==> config.mk <==
export PLATFORM = sky130hd
export DESIGN_NAME = serial_sub4
export DESIGN_NICKNAME = d
export VERILOG_FILES = /design/src/rtl/serial_sub4.sv
export SDC_FILE = /design/constraint.sdc
export NUM_CORES = 1
export LEC_CHECK = 0
export CAP_MARGIN = 20
export CELL_PAD_IN_SITES_DETAIL_PLACEMENT = 1
export CELL_PAD_IN_SITES_GLOBAL_PLACEMENT = 1
export CORE_MARGIN = 2
export CORE_UTILIZATION = 40
export DETAILED_ROUTE_END_ITERATION = 10
export PLACE_DENSITY = 0.84
export RECOVER_POWER = 25
export SETUP_SLACK_MARGIN = 0.4
export SYNTH_ARGS = -nofsm -noshare
export SYNTH_HDL_FRONTEND = slang
export SYNTH_SLANG_ARGS = --single-unit
==> constraint.sdc <==
create_clock -name clk -period 2.8 [get_ports clk]
set_input_delay 0.56 -clock clk [delete_from_list [all_inputs] [get_ports clk]]
set_output_delay 0.56 -clock clk [all_outputs]
set_load 0.05 [all_outputs]
**Gate families picked out**

(8 px per um)
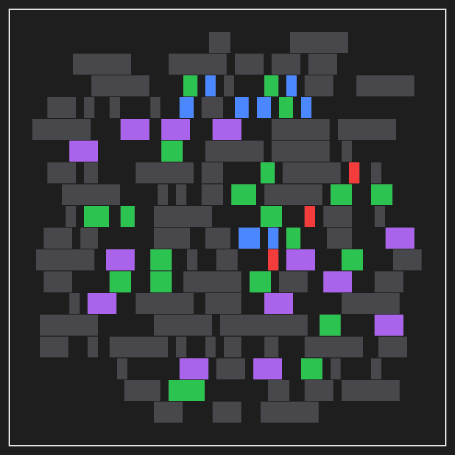
legend:
  purple:
    family: multiplexers
    cells: 13
  blue:
    family: NAND gates
    cells: 8
    where: top centre
  red:
    family: inverters
    cells: 3
  green:
    family: inverting AOI/OAI gates
    cells: 20
fin cells: 151
Comb/total area: 0.375
Top cell excl fill/tap: dfxtp_1

**Routing congestion**

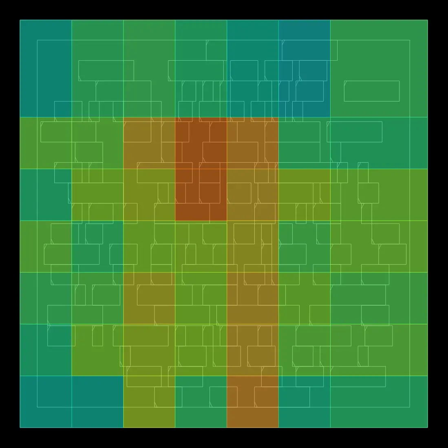
Avg WL per Cell: 14.0 um
GRT Util Overall: 0.156
met1 GRT Util: 0.190

**Metal 2**

(4 px per um) Cells faint in the background.
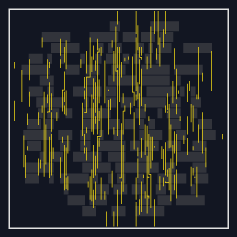
nets with wire on the layer: 122
share of all routed wire: 47%
met2 GRT Util: 0.275
via count: 807
final wirelength: 2110 um

==> run_results.csv <==
group,metric,value,unit
outcome,status,"finished, final reports clean",
worst_setup_path,worstPathArrival,1490,ps
clock_tree,cts_tree,"yes",
worst_setup_path,max_stage_delay,800,ps
synth,edf_count,0,
power_and_ir_drop,p_switching,0.000167,W
sta,worst_pin_slew,882,ps
synth,ys_area,0.00101,mm^2
clock_tree,cts.htree.levels,1,
global_route,grtUsageMet3,0.0273,
sta,rsz0062_at_grt,"false",
worst_setup_path,crit_chain,"clkdlybuf4s50_1",
sta,slew_viol_final,0,
sta,fmax,489,MHz
finish,antenna_cells,0,
synth,top_cell_area_share,0.473,
synth,ys.flops,24,
global_route,grt_busiest_layer,"met2",
worst_setup_path,cp_num_cells,1,
power_and_ir_drop,p_seq_frac,0.515,
worst_setup_path,start_kind,"register",
global_route,grt_max_degree,25,
die,core,0.00243,mm^2
clock_tree,clk_pin_slew,140,ps
power_and_ir_drop,swShare,0.233,
synth,synthArstFlopShare,0,
power_and_ir_drop,peakVddDrop,324,uV
power_and_ir_drop,p_int,0.000552,W
clock_tree,clock_latency,310,ps
power_and_ir_drop,clock_power_share,0.344,
placed_design,dp.cells,147,
routing,drt_iter0_markers,5,
synth,topCellsByArea,"dfxtp_1, mux2i_1, nor2_1",
power_and_ir_drop,power_density,571,mW/mm^2
synth,synth_area_per_cell,9.95,um^2
synth,yosys.cell_count.top_type,"dfxtp_1",
sta,finalHoldViolations,0,
worst_setup_path,path_delay_family,"buffers and inverters",
die,fp-utilization,0.417,
sta,setup_violations,0,
clock_tree,clock-sinks,24,
routing,ant_nets,0,
sta,post-route-worst-setup-slack,755,ps
placed_design,routabilityCongestion,0.700,
synth,synth_cells,102,
routing,drtPass1Iterations,4,
sta,final.period_utilization,0.730,
worst_setup_path,crit_slowest_cell,"clkdlybuf4s50_1",
synth,synthTopCellsByCount,"dfxtp_1, nor2_1, mux2i_1",
placed_design,hpwlAfterDp,1500,um
finish,design_area,0.00126,mm^2
synth,yosysTopAreaCell,"dfxtp_1",
worst_setup_path,cp_max_fo,2,
synth,syn_nets,116,
synth,synth_warnings,0,
placed_design,placed_area,0.00122,mm^2
job,warning_count,26,
sta,finClkSkew,8.98,ps
worst_setup_path,r2r_cells,5,
die,die_w,54.4,um
synth,synth_area,0.00101,mm^2
die,ioPinCount,20,
finish,final_util,0.518,
synth,flop_cell,"dfxtp_1",
worst_setup_path,worst-path-buf-inv,1,
global_route,grt_first_pass_wirelength,3330,um
clock_tree,ctsResizeCount,0,
hold_path,hold-path-cell-count,2,
global_route,overflow,0,
synth,synthDistinctLibCells,25,
worst_setup_path,required,2240,ps
power_and_ir_drop,p_comb_frac,0.141,
finish,nets,136,
sta,setup_tns,0,ps
worst_setup_path,critPathKind,"register to primary output",
finish,fillers,292,
==> power groups by stage <==
stage	registers [W]	clock network [W]	logic, W
4_1_cts	0.000371	0.000256	0.000106
3_3_place_gp	0.000377	0	0.000103
3_5_place_dp	0.000378	0	0.000106
5_1_grt	0.000373	0.000266	0.000112
2_1_floorplan	0.000376	0	0.0000713
6_report	0.000370	0.000248	0.000101
==> cell families after synthesis <==
| logic type | count (synthesis) | synth area share |
|---|---|---|
| fa+ha+maj | 2 | 0.0321 |
| mux | 13 | 0.128 |
| buf+inv | 9 | 0.0456 |
| compound gates | 21 | 0.165 |
| flops | 24 | 0.473 |
| simple gates | 33 | 0.155 |
==> placed cells by master, fill, tap and decap left out, drive strengths merged <==
cell and n:
or3b 1, a22oi 3, nor2b 3, buf 3
a21oi 6, nand3b 1, dlymetal6s2s 1, a221oi 1
bufinv 1, a211oi 8, o21ba 1, mux2i 13
clkdlybuf4s50 16, nor3b 1, nand3 3, o21bai 1
a311oi 1, inv 3, ha 1, nand2 4
dfxtp 24, nor2 18, fa 1, clkbuf 3
nor3 2, dlygate4sd3 1
==> routing by layer <==
metal / wire [um] / up-vias / part of all wire
met5: 0 / - / 0
met1: 1040 / 397 / 0.49
met4: 10 / 0 / 0.0047
met3: 72 / 2 / 0.034
met2: 985 / 12 / 0.47
li1: - / 396 / -
==> layout make-up <==
cell class                      instances  area (um^2)  share of cell area
Tap cell                               30         37.5              0.0298
Inverter                                3         11.3             0.00894
Multi-Input combinational cell         69          473               0.375
Clock buffer                            3         22.5              0.0179
Sequential cell                        24          480               0.381
Timing Repair Buffer                   21          205               0.163
Clock inverter                          1         30.0              0.0238
Power and IR drop assume default switching activity.
